--- src/rtl/ahb_lite_mem_responder.sv ---
// ahb_lite_mem_responder: AHB-Lite slave bridging single transfers onto a req/ack memory backend
module ahb_lite_mem_responder #(
  parameter logic [31:0] BASE_ADDR  = 32'h0000_0000,
  parameter int          ADDR_WIDTH = 12
) (
  input  logic                  clk,
  input  logic                  rst,
  input  logic                  HSEL,
  input  logic [31:0]           HADDR,
  input  logic [1:0]            HTRANS,
  input  logic                  HWRITE,
  input  logic [2:0]            HSIZE,
  input  logic [31:0]           HWDATA,
  input  logic                  HREADY,
  output logic [31:0]           HRDATA,
  output logic                  HREADYOUT,
  output logic                  HRESP,
  output logic                  mem_req,
  output logic                  mem_we,
  output logic [ADDR_WIDTH-3:0] mem_addr,
  output logic [3:0]            mem_be,
  output logic [31:0]           mem_wdata,
  input  logic [31:0]           mem_rdata,
  input  logic                  mem_ack
);
  typedef enum logic [2:0] {IDLE, ACCESS, DONE, ERR1, ERR2} state_t;
  state_t                state_q, state_d;
  logic [ADDR_WIDTH-3:0] addr_q, addr_d;
  logic                  we_q, we_d;
  logic [3:0]            be_q, be_d;
  logic [31:0]           rdata_q, rdata_d;
  logic                  accept, fault;
  logic [3:0]            be_new;
  // Address-phase decode, captured control, read data capture and next state
  always_comb begin
    accept  = HSEL & HREADY & HTRANS[1] & (state_q inside {IDLE, DONE, ERR2});
    fault   = (HADDR[31:ADDR_WIDTH] != BASE_ADDR[31:ADDR_WIDTH]) || (HSIZE > 3'd2) ||
              (HSIZE == 3'd1 && HADDR[0]) || (HSIZE == 3'd2 && HADDR[1:0] != 2'b00);
    be_new  = HSIZE == 3'd0 ? 4'b0001 << HADDR[1:0] : HSIZE == 3'd1 ? 4'b0011 << HADDR[1:0] : 4'b1111;
    addr_d  = accept ? HADDR[ADDR_WIDTH-1:2] : addr_q;
    we_d    = accept ? HWRITE : we_q;
    be_d    = accept ? be_new : be_q;
    rdata_d = (state_q == ACCESS && mem_ack && !we_q) ? mem_rdata : rdata_q;
    state_d = state_q == ACCESS ? (mem_ack ? DONE : ACCESS) :
              state_q == ERR1   ? ERR2 :
              accept            ? (fault ? ERR1 : ACCESS) : IDLE;
  end
  // Bus response and backend strobes are pure functions of the state
  always_comb begin
    HREADYOUT = !(state_q == ACCESS || state_q == ERR1);
    HRESP     = state_q == ERR1 || state_q == ERR2;
    mem_req   = state_q == ACCESS;
    mem_we    = mem_req & we_q;
    mem_be    = mem_req ? be_q : 4'b0000;
    mem_addr  = addr_q;
    mem_wdata = HWDATA;
    HRDATA    = rdata_q;
  end
  // State and captured-control registers
  always_ff @(posedge clk) begin
    if (rst) begin
      state_q <= IDLE;
      addr_q  <= '0;
      we_q    <= 1'b0;
      be_q    <= 4'b0000;
      rdata_q <= 32'h0;
    end else begin
      state_q <= state_d;
      addr_q  <= addr_d;
      we_q    <= we_d;
      be_q    <= be_d;
      rdata_q <= rdata_d;
    end
  end
endmodule

--- config.mk ---
export PLATFORM = sky130hd
export DESIGN_NAME = ahb_lite_mem_responder
export DESIGN_NICKNAME = d
export VERILOG_FILES = /design/src/rtl/ahb_lite_mem_responder.sv
export SDC_FILE = /design/constraint.sdc
export NUM_CORES = 1
export LEC_CHECK = 0
export ABC_AREA = 1
export ABC_CLOCK_PERIOD_IN_PS = 1500
export CAP_MARGIN = 10
export CORE_MARGIN = 8
export CORE_UTILIZATION = 34
export CTS_BUF_LIST = sky130_fd_sc_hd__clkbuf_8
export DETAILED_ROUTE_END_ITERATION = 6
export GPL_TIMING_DRIVEN = 0
export PLACE_DENSITY = 0.79
export SLEW_MARGIN = 20
export SYNTH_ARGS = -nofsm -noshare
export SYNTH_HDL_FRONTEND = slang
export SYNTH_SLANG_ARGS = --single-unit
--- constraint.sdc ---
create_clock -name clk -period 1.5 [get_ports clk]
set_input_delay 0.15 -clock clk [delete_from_list [all_inputs] [get_ports clk]]
set_output_delay 0.15 -clock clk [all_outputs]
set_load 0.1 [all_outputs]
Run 1, sequential cells grouped by signal name:
Drawn at 4 px/um.
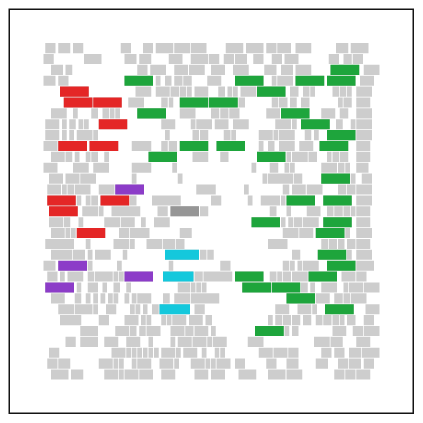
Cyan stands for `state_q`, sequential cells 3. Purple stands for `be_q`, sequential cells 4. Red stands for `mem_addr`, sequential cells 10. Green stands for `HRDATA`, sequential cells 32.
Another 1 sequential cells are not colored.

Run 1, clock wires, drivers and flops:
Drawn at 6 px/um.
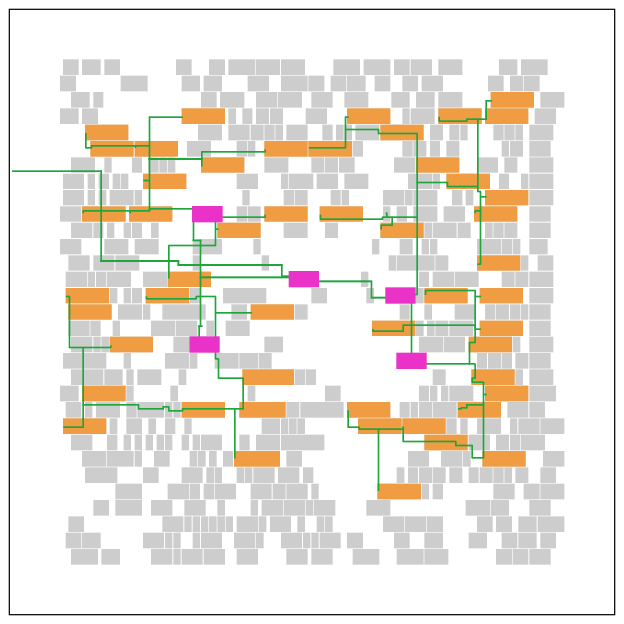
Magenta stands for clock-net drivers, count 5. Green stands for clock wires, length 601 um. Orange stands for flip-flops, count 50.
There are 6 routed clock nets.

==> flow_summary_export.csv, run 1 <==
group,metric,value,unit
status,outcome,"completed",
detailed_routing,detail_route.iter0.violations,58,
synthesis,yosys-stat-cells,316,
timing,period_minus_slack,1.49,ns
clock_tree,clk_transition_reported_paths,0.09,ns
global_routing,global_route.overflow_total,0,
detailed_routing,dr_total_vias,2643,
synthesis,seq_area_frac_synth,41.1,%
critical_path,critPathKind,"in2out",
floorplanning,floorplanUtilization,34.3,%
floorplanning,dieHeight,101,um
detailed_routing,drt-total-wl,8420,um
cells_and_area,insertedDiodeCount,0,
place,placement.cell_area,0.00416,mm2
timing,max_clock_freq,669,MHz
global_routing,grt_antenna_before_repair,0,
detailed_routing,drt-wirelength-per-cell,14.6,um
synthesis,async_reset_ff_share,0,%
synthesis,ys_top_logic_family,"simple AND/OR/NAND/NOR gates",
cells_and_area,fin_area,0.00435,mm2
clock_tree,tritoncts,"built",
cells_and_area,nNetsFinal,588,
timing,fin_hold_ws,0.218,ns
synthesis,dominantRegCellSynth,"sky130_fd_sc_hd__dfxtp_1",
cells_and_area,fin_util,61.3,%
clock_tree,cts_num_sinks,50,
timing,final_min_period_over_clock_period,99.6,%
global_routing,vias_in_the_first_global_route,2688,
synthesis,synth.mux.area_fraction,0,%
synthesis,compound_area_share,12.3,%
synthesis,post_synth_and_or_nand_nor_area_fraction,25.9,%
critical_path,crit_path_max_fanout,1,
timing,finClkSkew,0.00622,ns
synthesis,yosys.cell_types.count,25,
clock_tree,clock_tree.root_cell,"sky130_fd_sc_hd__clkbuf_8",
synthesis,postSynthRegisterBits,50,
critical_path,worstSetupEndpointType,"primary output",
detailed_routing,drc,0,
global_routing,grt_max_degree,15,
place,gpl.final_weighted_congestion,0.713,
flow_run,max_cap_violation_count,0,
power_and_ir_drop,p_per_area,747,mW/mm2
flow_run,tool_warnings,32,
synthesis,yosys_area,0.00244,mm2
synthesis,synthesis.area,0.00244,mm2
power_and_ir_drop,power.static_leakage,1.73,nW
timing,max-slew-margin-rel,34.7,%
cells_and_area,syn2layout_area_growth,78.7,%
clock_tree,clock_tree.htree_level_count,2,
critical_path,timing.critical_path.arrival,1.34,ns
detailed_routing,antenna_violating_nets_remaining,0,
critical_path,crit_path_top_delay_cell,"sky130_fd_sc_hd__clkdlybuf4s50_1",
synthesis,post_synth_xor_area_fraction,0,%
synthesis,cell_count_after_synthesis,316,
power_and_ir_drop,vdd.ir_drop.worst,469,uV
global_routing,first_pass_grt_wire_length,12900,um
synthesis,arithmetic_cell_share_of_the_synthesized_area_counting_full_adders_half_adders_and_majority_gates,2.05,%
critical_path,buffers_plus_inverters_on_the_worst_setup_path,2,
place,dpl.hpwl,6820,um
cells_and_area,final_layout_size_suffix_gt1_share,24.9,%
timing,report.final.hold_viol_count,0,
synthesis,edf_count,0,
detailed_routing,drtPass1Iterations,4,
critical_path,critical_path_max_stage_delay,1.12,ns
critical_path,worst_ep_required_time,1.35,ns
floorplanning,chip_area,0.0101,mm2
synthesis,synth_top_cell_by_count,"sky130_fd_sc_hd__nand2_1",
synthesis,synthesis.area_per_instance,7.71,um2
timing,drv_slew,0,
floorplanning,die_w,101,um
critical_path,critPathTopFamily,"buffers and inverters",
floorplanning,fp.coreArea,0.00710,mm2
detailed_routing,vias_per_cell,4.58,
place,io_buffers,153,
timing,timing.final.setup_violations,0,
global_routing,total_global_routing_track_utilization,15.7,%
clock_tree,worst_skew_late_latency,0.30,ns
timing,rsz0062_at_grt,"yes",
clock_tree,max-clock-path-buffers,2,
cells_and_area,fillCellCount,648,
synthesis,yosysTopAreaCell,"sky130_fd_sc_hd__dfxtp_1",
clock_tree,cts_buffers,5,
critical_path,worstPathCellList,"buf_4, clkdlybuf4s50_1",
synthesis,yosysWarningCount,0,
synthesis,ys_top_cells_by_count,"72 x sky130_fd_sc_hd__nand2_1, 50 x sky130_fd_sc_hd__dfxtp_1, 45 x sky130_fd_sc_hd__a21oi_1",
timing,worst-slew-pin-transition,0.977,ns
critical_path,timing.critical_path.from_type,"primary input",
floorplanning,std_cell_rows,31,
floorplanning,boundaryPins,189,
synthesis,mappedNetlistNets,427,
synthesis,cells_taking_the_most_area_after_synthesis,"sky130_fd_sc_hd__dfxtp_1 41%, sky130_fd_sc_hd__nand2_1 11%, sky130_fd_sc_hd__buf_4 9.9%",
synthesis,top_area_share,41.1,%
min_path,hold_class,"in2reg",
Run 1, placed cells, one color a class:
Drawn at 4 px/um. Fill, decap, tap and diode cells in gray.
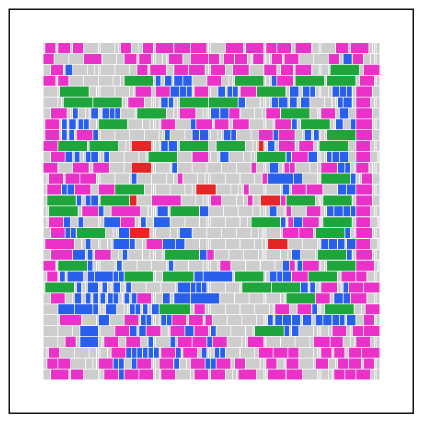
Blue stands for remaining logic cells, cells 213, share of their area 26%. Green stands for registers, cells 50, share of their area 24%. Magenta stands for remaining buffers and delay cells, cells 207, share of their area 48%. Red stands for clock drivers and dummy loads, cells 8, share of their area 2.2%.

run 1: layer usage:
metal  GRT usage [%]  part of all wire (%)  vias to the layer above
li1                -                     -                     1332
met1            16.7                    39                     1211
met2            28.8                    52                       93
met3            5.59                   8.5                        7
met4            2.79                  0.65                        0
met5               0                     0                        -
run 1: per-stage QoR:
step	setup TNS, ns	setup WS [ns]	power (mW)	instances
2_1_floorplan	-0.0185	-0.0185	2.15	316
3_3_place_gp	-9.17	-0.825	2.50	568
3_5_place_dp	-9.66	-0.833	2.51	568
4_1_cts	0	0.000112	3.29	577
5_1_grt	-0.00425	-0.00425	3.39	577
6_report	0	0.00573	3.25	577
run 1: kinds of logic (layout without fill, tap and decap cells):
| group | Yosys count | count (layout) |
|---|---|---|
| simple gates | 134 | 134 |
| buf+inv | 73 | 235 |
| compound gates | 55 | 55 |
| flops | 50 | 50 |
| fa+ha+maj | 4 | 4 |
run 1: worst paths after layout:
kind	startpoint	to	slack, ns	cells past startpoint
worst max-delay path	HWDATA[31]	mem_wdata[31]	0.006	2
worst min-delay path	mem_ack	HRDATA[30]	0.22	3
worst max register to register	state_q[2]	HRDATA[6]	0.18	8
worst min register to register	HRDATA[23]	HRDATA[23]	0.46	2
run 1: placed cells by master (no fill, tap or decap), drive strengths merged, types with 2 or more instances in the layout:
master,instances
clkdlybuf4s50,74
clkbuf,16
clkdlybuf4s15,42
inv,21
o21ai,2
a211oi,2
nand4,32
nand2,74
dfxtp,50
dlygate4sd2,18
buf,52
o211ai,3
a21oi,48
ha,4
nand3,3
dlymetal6s2s,11
nor2,23
run 1: cell type report:
type                            count  area [um2]  area share (%)
Clock buffer                        6        82.6            1.90
Clock inverter                      2        8.76           0.201
Timing Repair Buffer              154        1630            37.5
Inverter                           20        85.1            1.95
Sequential cell                    50        1010            23.1
Buffer                             53         384            8.82
Tap cell                           99         124            2.85
Multi-Input combinational cell    193        1030            23.7
run 1: repair_timing:
item,4_1_cts,5_1_grt
buffers inserted,1,0
setup endpoints to repair,68,16
hold buffers,0,0
pin swaps,1,0
gates resized,202,20
hold endpoints to repair,0,0
run 1: report_power, final:
group / internal [mW] / total [mW] / switching [mW]
logic: 0.363 / 1.08 / 0.719
registers: 1.36 / 1.37 / 0.0188
clock network: 0.366 / 0.795 / 0.429
run 1: registers in the layout (all words and copies together), names as in the netlist:
| name | count |
|---|---|
| be_q | 4 |
| HRDATA | 32 |
| state_q | 3 |
| mem_addr | 10 |
| we_q | 1 |
Run 1, track usage over the die:
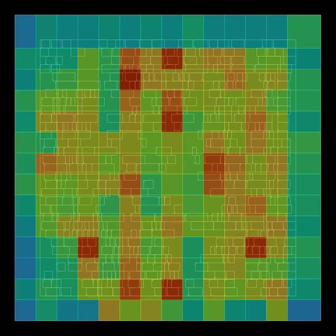

## Run 2: what changed since run 1
--- a/config.mk
+++ b/config.mk
@@ -5,15 +5,15 @@
 export SDC_FILE = /design/constraint.sdc
 export NUM_CORES = 1
 export LEC_CHECK = 0
-export ABC_AREA = 1
+export ABC_AREA = 0
 export ABC_CLOCK_PERIOD_IN_PS = 1500
 export CAP_MARGIN = 10
 export CORE_MARGIN = 8
-export CORE_UTILIZATION = 34
+export CORE_UTILIZATION = 36
 export CTS_BUF_LIST = sky130_fd_sc_hd__clkbuf_8
 export DETAILED_ROUTE_END_ITERATION = 6
 export GPL_TIMING_DRIVEN = 0
-export PLACE_DENSITY = 0.79
+export PLACE_DENSITY = 0.8
 export SLEW_MARGIN = 20
 export SYNTH_ARGS = -nofsm -noshare
 export SYNTH_HDL_FRONTEND = slang
Run 2, track usage over the die:
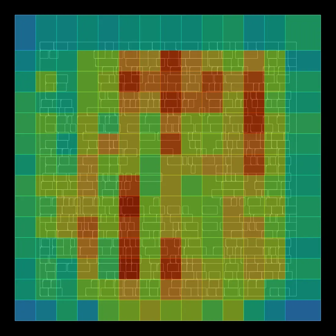
routed wirelength normalized by instance count: 16.3 um
post-layout util: 64.0%
routing usage on met1: 18.4%
busiest metal layer after global routing: met2
met2 layer usage reported by global route: 31.7%

Run 2, clock wires, drivers and flops:
Drawn at 6 px/um.
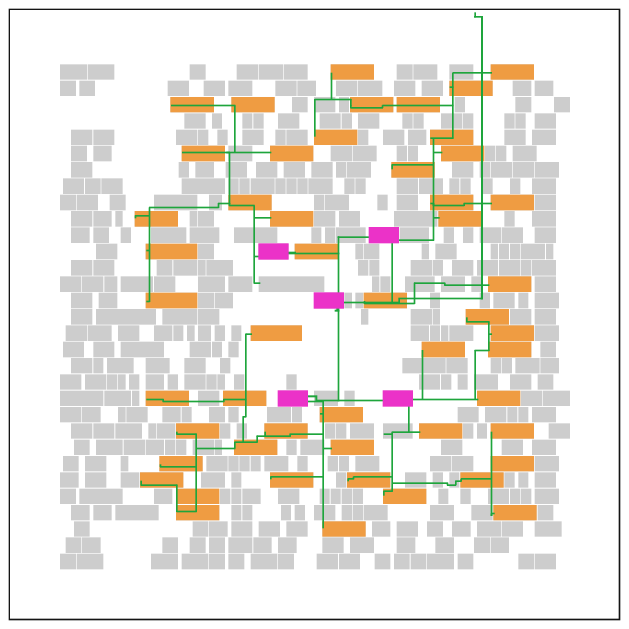
Green stands for clock wires, length 627 um. Magenta stands for clock-net drivers, count 5. Orange stands for flip-flops, count 50.
There are 6 routed clock nets.

==> run 2 against run 1 <==
Core utilization is 2.7 points higher. Worst hold slack better by 0.18 ns. Global-route usage is 1.6 points higher. Worst setup slack better by 0.0012 ns. Non-clock buffer count is 8 higher. Die size is 1.6% higher. Synthesized cell count is 8.9% lower. Via count is 2.3% higher.
==> flow_summary_export.csv, run 2 <==
group,metric,value,unit
status,outcome,"completed",
detailed_routing,detail_route.iter0.violations,101,
critical_path,crit_path_top_delay_cell,"sky130_fd_sc_hd__clkdlybuf4s50_1",
timing,drv_slew,0,
power_and_ir_drop,cell_internal_pwr,2.26,mW
cells_and_area,final_layout_size_suffix_gt1_share,34.2,%
critical_path,buffers_plus_inverters_on_the_worst_setup_path,2,
critical_path,timing.critical_path.arrival,1.34,ns
timing,fin_hold_ws,0.399,ns
detailed_routing,drt-total-wl,9000,um
place,dpl.hpwl,7260,um
synthesis,top_area_share,38.1,%
cells_and_area,insertedDiodeCount,0,
clock_tree,clk_transition_reported_paths,0.09,ns
timing,rsz0062_at_grt,"yes",
timing,timing.final.setup_violations,0,
place,placement.cell_area,0.00434,mm2
detailed_routing,dr_total_vias,2704,
synthesis,yosysTopAreaCell,"sky130_fd_sc_hd__dfxtp_1",
power_and_ir_drop,comb_power_share,31.8,%
floorplanning,die_w,101,um
power_and_ir_drop,pwr-share-seq,40.0,%
timing,max_clock_freq,670,MHz
place,io_buffers,154,
detailed_routing,vias_per_cell,4.90,
critical_path,worstPathCellList,"buf_4, clkdlybuf4s50_1",
power_and_ir_drop,net-switching-power,1.17,mW
synthesis,yosys.cell_types.count,36,
synthesis,cells_taking_the_most_area_after_synthesis,"sky130_fd_sc_hd__dfxtp_1 38%, sky130_fd_sc_hd__nand3_2 11%, sky130_fd_sc_hd__buf_4 9.4%",
detailed_routing,drtPass1Iterations,5,
timing,max-slew-margin-rel,35.1,%
clock_tree,clock_tree.root_cell,"sky130_fd_sc_hd__clkbuf_8",
synthesis,async_reset_ff_share,0,%
power_and_ir_drop,vdd.ir_drop.worst,443,uV
synthesis,synthesis.area_per_instance,9.13,um2
global_routing,total_global_routing_track_utilization,17.3,%
floorplanning,boundaryPins,189,
critical_path,regToRegSetupSlack,0.07,ns
clock_tree,worst_skew_late_latency,0.30,ns
detailed_routing,antenna_violating_nets_remaining,0,
synthesis,edf_count,0,
synthesis,postSynthRegisterBits,50,
critical_path,critical_path_max_stage_delay,1.12,ns
synthesis,synth_top_cell_by_count,"sky130_fd_sc_hd__dfxtp_1",
global_routing,grt_antenna_before_repair,0,
flow_run,tool_warnings,33,
critical_path,crit-reg2reg-launch,"state_q[1]",
timing,final.setup.tns,0,ns
cells_and_area,stdcell_count,552,
critical_path,r2r_cells,5,
global_routing,global_route.overflow_total,0,
timing,report.final.hold_viol_count,0,
cells_and_area,fin_area,0.00460,mm2
cells_and_area,fillCellCount,609,
cells_and_area,syn2layout_area_growth,74.8,%
power_and_ir_drop,p_per_area,745,mW/mm2
critical_path,timing.critical_path.from_type,"primary input",
cells_and_area,nNetsFinal,564,
synthesis,mappedNetlistNets,399,
critical_path,crit_path_max_fanout,1,
clock_tree,cts_buffers,5,
detailed_routing,drc,0,
critical_path,critPathTopFamily,"buffers and inverters",
cells_and_area,largest_register_ffs,32,
clock_tree,clock_tree.htree_level_count,2,
synthesis,yosysWarningCount,0,
critical_path,worst_ep_required_time,1.35,ns
cells_and_area,layout.area.seq,0.00101,mm2
place,post-place-ws,-0.781,ns
min_path,timing.hold.worst_endpoint,"we_q",
critical_path,r2r_end,"HRDATA[25]",
power_and_ir_drop,swShare,34.0,%
timing,period_minus_slack,1.49,ns
floorplanning,floorplanUtilization,36.6,%
critical_path,worstSetupEndpointType,"primary output",
clock_tree,max-clock-path-buffers,2,
synthesis,ys_top_cells_by_count,"50 x sky130_fd_sc_hd__dfxtp_1, 47 x sky130_fd_sc_hd__a21oi_1, 37 x sky130_fd_sc_hd__o21ai_1",
global_routing,first_pass_grt_wire_length,14300,um
synthesis,cell_count_after_synthesis,288,
synthesis,yosys-stat-cells,288,
synthesis,seq_area_frac_synth,38.1,%
floorplanning,std_cell_rows,31,
min_path,hold_sp,"HWRITE",
flow_run,max_cap_violation_count,0,
timing,final_min_period_over_clock_period,99.5,%
cells_and_area,lay_top_cells,"73 x sky130_fd_sc_hd__clkdlybuf4s50_1, 47 x sky130_fd_sc_hd__dfxtp_1, 47 x sky130_fd_sc_hd__a21oi_1",
synthesis,yosys_area,0.00263,mm2
global_routing,globalRouteMet3Util,5.98,%
min_path,min_path_cells,3,
timing,final.setup.worst_slack,0.00697,ns
clock_tree,tritoncts,"built",
power_and_ir_drop,finalPower,3.43,mW
power_and_ir_drop,power.static_leakage,1.71,nW
global_routing,vias_in_the_first_global_route,2890,
floorplanning,fp.coreArea,0.00718,mm2
timing,finClkSkew,0.00900,ns
cells_and_area,final_layout_top_logic_cell,"sky130_fd_sc_hd__clkdlybuf4s50_1",
critical_path,critPathKind,"in2out",
clock_tree,cts_num_sinks,50,
global_routing,grt_max_degree,15,
cells_and_area,layout.area.comb,0.00122,mm2
power_and_ir_drop,p_clk_share,28.2,%
min_path,hold_class,"in2reg",
place,dpl.cell_count,541,
floorplanning,chip_area,0.0103,mm2
synthesis,dominantRegCellSynth,"sky130_fd_sc_hd__dfxtp_1",
floorplanning,dieHeight,101,um
timing,worst-slew-pin-transition,0.972,ns
place,gpl.final_weighted_congestion,0.755,
synthesis,synthesis.area,0.00263,mm2
## run 2: cell families after synthesis
family          count (synthesis)  share of synthesized area [%]
buf+inv                        61                           17.3
mux                             2                          0.762
compound gates                101                           21.4
simple gates                   70                           20.6
flops                          50                           38.1
fa+ha+maj                       4                           1.90
## run 2: worst max-delay path by stage
stage	start	endpoint	depth (start not counted)	slack (ns)
finish	HWDATA[28]	mem_wdata[28]	2	0.007
global route	state_q[1]	HRDATA[30]	5	-0.04
CTS	state_q[2]	mem_be[3]	4	-0.003
detailed placement	we_q	mem_we	4	-0.78
global placement	we_q	mem_we	4	-0.76
floorplan	state_q[2]	mem_be[0]	3	-0.37
## run 2: worst min-delay path: stages
cell	delay, ns
sky130_fd_sc_hd__clkdlybuf4s50_1	0.39
sky130_fd_sc_hd__nand3_1	0.06
sky130_fd_sc_hd__a21oi_1	0.05
## run 2: area by class of cell
class / instances / share of cell area (%)
inverters: 4 / 0.327
plain buffers: 57 / 9.56
repair buffers: 158 / 36.4
clock inverters: 1 / 0.653
clock buffers: 6 / 1.80
flip-flops and latches: 50 / 22.0
multi-input cells: 177 / 26.6
well taps: 99 / 2.70
## run 2: per-layer routing
metal / vias to the layer above / wire, um
met2: 114 / 4640
met1: 1252 / 3450
met5: - / 0
met4: 0 / 114
li1: 1328 / -
met3: 10 / 793
## run 2: power by group through the flow
| stage | Clock (mW) | Combinational [mW] | Sequential (mW) |
|---|---|---|---|
| 5_1_grt | 1.03 | 1.13 | 1.38 |
| 3_3_place_gp | 0 | 1.11 | 1.41 |
| 3_5_place_dp | 0 | 1.12 | 1.41 |
| 6_report | 0.965 | 1.09 | 1.37 |
| 4_1_cts | 0.988 | 1.09 | 1.38 |
| 2_1_floorplan | 0 | 0.576 | 1.56 |
## run 2: timing repair
item / CTS / global route
setup endpoints to repair: 74 / 31
hold buffers: 0 / 0
pin swaps: 2 / 3
setup buffers: 0 / 4
resized: 214 / 14
Run 2, sequential cells grouped by signal name:
Drawn at 4 px/um.
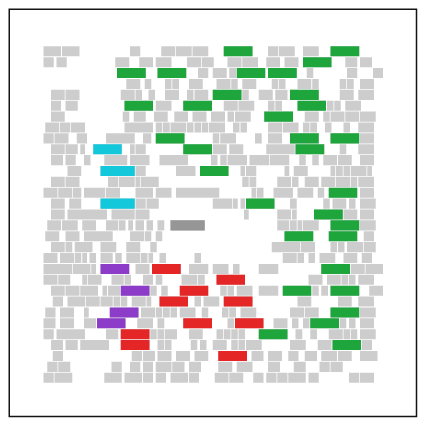

## Run 3: what changed since run 2
--- a/config.mk
+++ b/config.mk
@@ -9,11 +9,11 @@
 export ABC_CLOCK_PERIOD_IN_PS = 1500
 export CAP_MARGIN = 10
 export CORE_MARGIN = 8
-export CORE_UTILIZATION = 36
+export CORE_UTILIZATION = 35
 export CTS_BUF_LIST = sky130_fd_sc_hd__clkbuf_8
 export DETAILED_ROUTE_END_ITERATION = 6
 export GPL_TIMING_DRIVEN = 0
-export PLACE_DENSITY = 0.8
+export PLACE_DENSITY = 0.78
 export SLEW_MARGIN = 20
 export SYNTH_ARGS = -nofsm -noshare
 export SYNTH_HDL_FRONTEND = slang
Run 3, sequential cells grouped by signal name:
Drawn at 4 px/um.
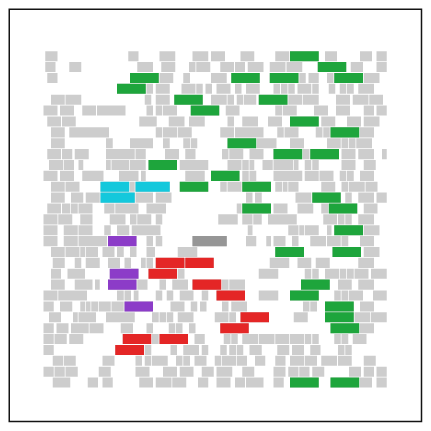
Cyan stands for `state_q`, sequential cells 3. Purple stands for `be_q`, sequential cells 4. Green stands for `HRDATA`, sequential cells 32. Red stands for `mem_addr`, sequential cells 10, where bottom center.
Another 1 sequential cells are not colored.

Run 3, placed cells, one color a class:
Drawn at 4 px/um. Fill, decap, tap and diode cells in gray.
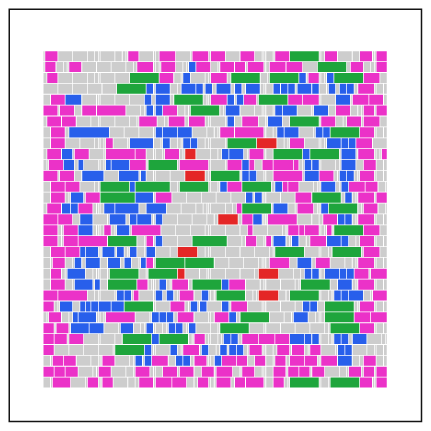
Green stands for registers, cells 50, share of their area 23%. Magenta stands for remaining buffers and delay cells, cells 214, share of their area 47%. Red stands for clock drivers and dummy loads, cells 8, share of their area 2.1%. Blue stands for remaining logic cells, cells 181, share of their area 28%.

==> run 3 against run 2 <==
Sequential power about the same. Clock power down 16%. Design area down 0.52%. Critical path depth up 2. Synthesized cell count unchanged. Synthesized area unchanged. Cell count unchanged. Flip-flop count unchanged. Core utilization down 1.0 points. Clock skew up 0.0032 ns. Combinational power about the same. Critical endpoint is now mem_be[1]. Largest cell class unchanged. Largest power group unchanged. Highest routed layer unchanged.
==> flow_summary_export.csv, run 3 <==
group,metric,value,unit
cells_and_area,nNetsFinal,563,
critical_path,critical_path_max_stage_delay,0.35,ns
place,dpl.hpwl,7310,um
detailed_routing,antenna_violating_nets_remaining,0,
synthesis,mappedNetlistNets,399,
clock_tree,cts_num_sinks,50,
detailed_routing,drtPass1Iterations,4,
power_and_ir_drop,p_per_area,715,mW/mm2
synthesis,seq_area_frac_synth,38.1,%
synthesis,edf_count,0,
clock_tree,clock_tree.htree_level_count,2,
synthesis,ys_top_cells_by_count,"50 x sky130_fd_sc_hd__dfxtp_1, 47 x sky130_fd_sc_hd__a21oi_1, 37 x sky130_fd_sc_hd__o21ai_1",
clock_tree,clock_tree.root_cell,"sky130_fd_sc_hd__clkbuf_8",
global_routing,first_pass_grt_wire_length,13900,um
detailed_routing,dr_total_vias,2678,
synthesis,cell_count_after_synthesis,288,
clock_tree,tritoncts,"built",
synthesis,postSynthRegisterBits,50,
cells_and_area,layout.area.comb,0.00123,mm2
timing,rsz0062_at_grt,"yes",
place,dpl.cell_count,541,
flow_run,tool_warnings,33,
detailed_routing,drt-wirelength-per-cell,16.4,um
global_routing,global_route.overflow_total,0,
global_routing,total_global_routing_track_utilization,16.4,%
synthesis,top_area_share,38.1,%
critical_path,worst_ep_required_time,1.35,ns
critical_path,worstPathCellList,"nand2b_4, nor2_4, and2_4, buf_12",
power_and_ir_drop,power.static_leakage,1.66,nW
cells_and_area,insertedDiodeCount,0,
global_routing,vias_in_the_first_global_route,2900,
cells_and_area,layout.area.seq,0.00101,mm2
cells_and_area,fin_util,63.0,%
place,gpl.final_weighted_congestion,0.782,
cells_and_area,final_layout_size_suffix_gt1_share,34.4,%
timing,final_min_period_over_clock_period,99.9,%
timing,finClkSkew,0.0122,ns
detailed_routing,detail_route.iter0.violations,63,
critical_path,r2r_cells,5,
critical_path,timing.critical_path.from_type,"flip-flop",
synthesis,synthesis.area_per_instance,9.13,um2
flow_run,max_cap_violation_count,0,
cells_and_area,fillCellCount,631,
critical_path,critPathKind,"reg2out",
cells_and_area,stdcell_count,552,
floorplanning,floorplanUtilization,36.2,%
critical_path,timing.critical_path.arrival,1.35,ns
min_path,hold_class,"in2reg",
synthesis,synth_top_cell_by_count,"sky130_fd_sc_hd__dfxtp_1",
timing,worst-slew-pin-transition,0.994,ns
floorplanning,std_cell_rows,31,
global_routing,grt_antenna_before_repair,0,
synthesis,yosys_area,0.00263,mm2
timing,fin_hold_ws,0.407,ns
timing,max_clock_freq,667,MHz
cells_and_area,syn2layout_area_growth,73.9,%
detailed_routing,vias_per_cell,4.85,
critical_path,crit_path_top_delay_cell,"sky130_fd_sc_hd__dfxtp_4",
timing,max-slew-margin-rel,33.6,%
synthesis,yosysWarningCount,0,
timing,drv_slew,0,
floorplanning,boundaryPins,189,
timing,report.final.hold_viol_count,0,
critical_path,crit_path_max_fanout,5,
synthesis,synthesis.area,0.00263,mm2
synthesis,cells_taking_the_most_area_after_synthesis,"sky130_fd_sc_hd__dfxtp_1 38%, sky130_fd_sc_hd__nand3_2 11%, sky130_fd_sc_hd__buf_4 9.4%",
synthesis,yosys-stat-cells,288,
floorplanning,fp.coreArea,0.00725,mm2
clock_tree,clk_transition_reported_paths,0.10,ns
power_and_ir_drop,finalPower,3.27,mW
clock_tree,worst_skew_late_latency,0.30,ns
timing,timing.final.setup_violations,0,
detailed_routing,drc,0,
floorplanning,chip_area,0.0105,mm2
clock_tree,max-clock-path-buffers,2,
synthesis,yosys.cell_types.count,36,
synthesis,dominantRegCellSynth,"sky130_fd_sc_hd__dfxtp_1",
floorplanning,dieHeight,103,um
floorplanning,die_w,103,um
cells_and_area,largest_register_ffs,32,
cells_and_area,lay_top_cells,"73 x sky130_fd_sc_hd__clkdlybuf4s50_1, 47 x sky130_fd_sc_hd__dfxtp_1, 47 x sky130_fd_sc_hd__a21oi_1",
timing,period_minus_slack,1.50,ns
power_and_ir_drop,vdd.ir_drop.worst,345,uV
global_routing,grt_max_degree,16,
clock_tree,cts_hold_repair.buffers,0,
status,outcome,"completed",
synthesis,yosysTopAreaCell,"sky130_fd_sc_hd__dfxtp_1",
clock_tree,cts_buffers,5,
cells_and_area,final_layout_top_logic_cell,"sky130_fd_sc_hd__clkdlybuf4s50_1",
min_path,min_path_cells,3,
detailed_routing,drt-total-wl,9070,um
synthesis,async_reset_ff_share,0,%
place,io_buffers,154,
critical_path,worstSetupEndpointType,"primary output",
run 3: cell counts after synthesis:
No cell type changed its count.
run 3: cells by family after synthesis:
logic type	synth area share [%]
muxes	0.762
buffers and inverters	17.3
and+or+nand+nor	20.6
DFF	38.1
AOI/OAI and AO/OA	21.4
adders and majority gates	1.90
run 3: critical path: cells and delay by family, from the launching register on:
| kind | cells | cell delay [ns] |
|---|---|---|
| buffers and inverters | 1 | 0.17 |
| and+or+nand+nor | 3 | 0.54 |
| DFF | 1 | 0.35 |
run 3: cell type report:
class	count	share of cell area (%)
buffer	57	9.91
clock buffer	6	1.81
clock inverter	2	0.274
inverter	4	0.383
multi-input combinational	177	26.9
sequential	50	22.1
tap	99	2.71
timing repair buffer	157	35.9
run 3: stage by stage:
stage | setup TNS [ns] | instance area, um2 | setup slack, ns
floorplan | -1.64 | 2670 | -0.369
global route | -0.538 | 4570 | -0.0568
global placement | -10.81 | 4340 | -0.756
finish | 0 | 4570 | 0.00187
CTS | -0.00139 | 4500 | -0.00128
detailed placement | -11.90 | 4340 | -0.752
run 3: metal layers:
| metal | up-vias | global-route usage, % | share of wire [%] |
|---|---|---|---|
| met5 | - | 0 | 0 |
| met3 | 8 | 6.01 | 9.9 |
| li1 | 1325 | - | - |
| met4 | 0 | 3.50 | 1.0 |
| met2 | 113 | 30.0 | 51 |
| met1 | 1232 | 17.5 | 38 |
run 3: where the power goes:
part	total, mW	internal, mW	switching [mW]
logic	1.09	0.370	0.717
clock network	0.807	0.371	0.436
registers	1.37	1.35	0.0186
total	3.27	2.10	1.17
run 3: worst paths after layout:
kind / startpoint / slack [ns] / endpoint
max: state_q[2] / 0.002 / mem_be[1]
min: mem_rdata[29] / 0.41 / HRDATA[29]
max reg2reg: state_q[2] / 0.05 / HRDATA[19]
min reg2reg: mem_addr[4] / 0.48 / mem_addr[4]
run 3: timing repair:
| item | in CTS | in global routing |
|---|---|---|
| setup buffers | 0 | 3 |
| endpoints found under the setup margin | 78 | 41 |
| resized | 219 | 18 |
| pin swaps | 2 | 7 |

==> gallery <==
PDN straps and rails.
Drawn at 4 px/um. Pins as bars on the die edge.
shot_01.png
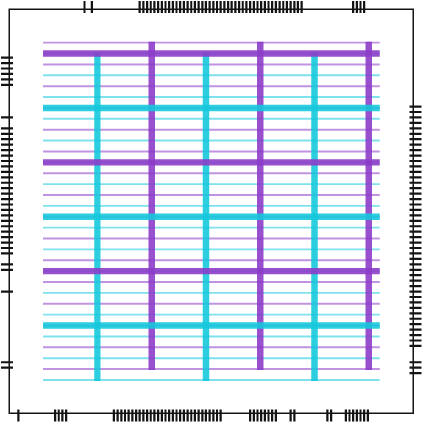
shot_02.png
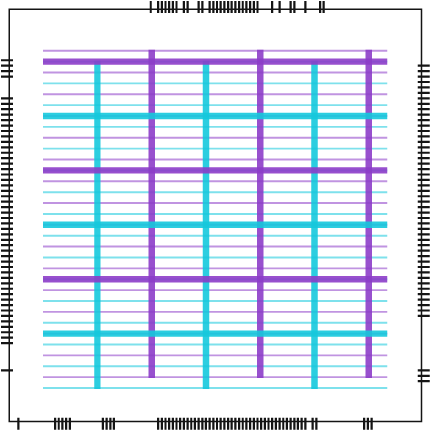
- shot_02.png = run 3
- shot_01.png = run 1

Key to shot_02.png:
Cyan stands for VSS. Purple stands for VDD.
The core has 31 rows. 6 straps on met5. 6 straps on met4.

Power and IR drop assume default switching activity.
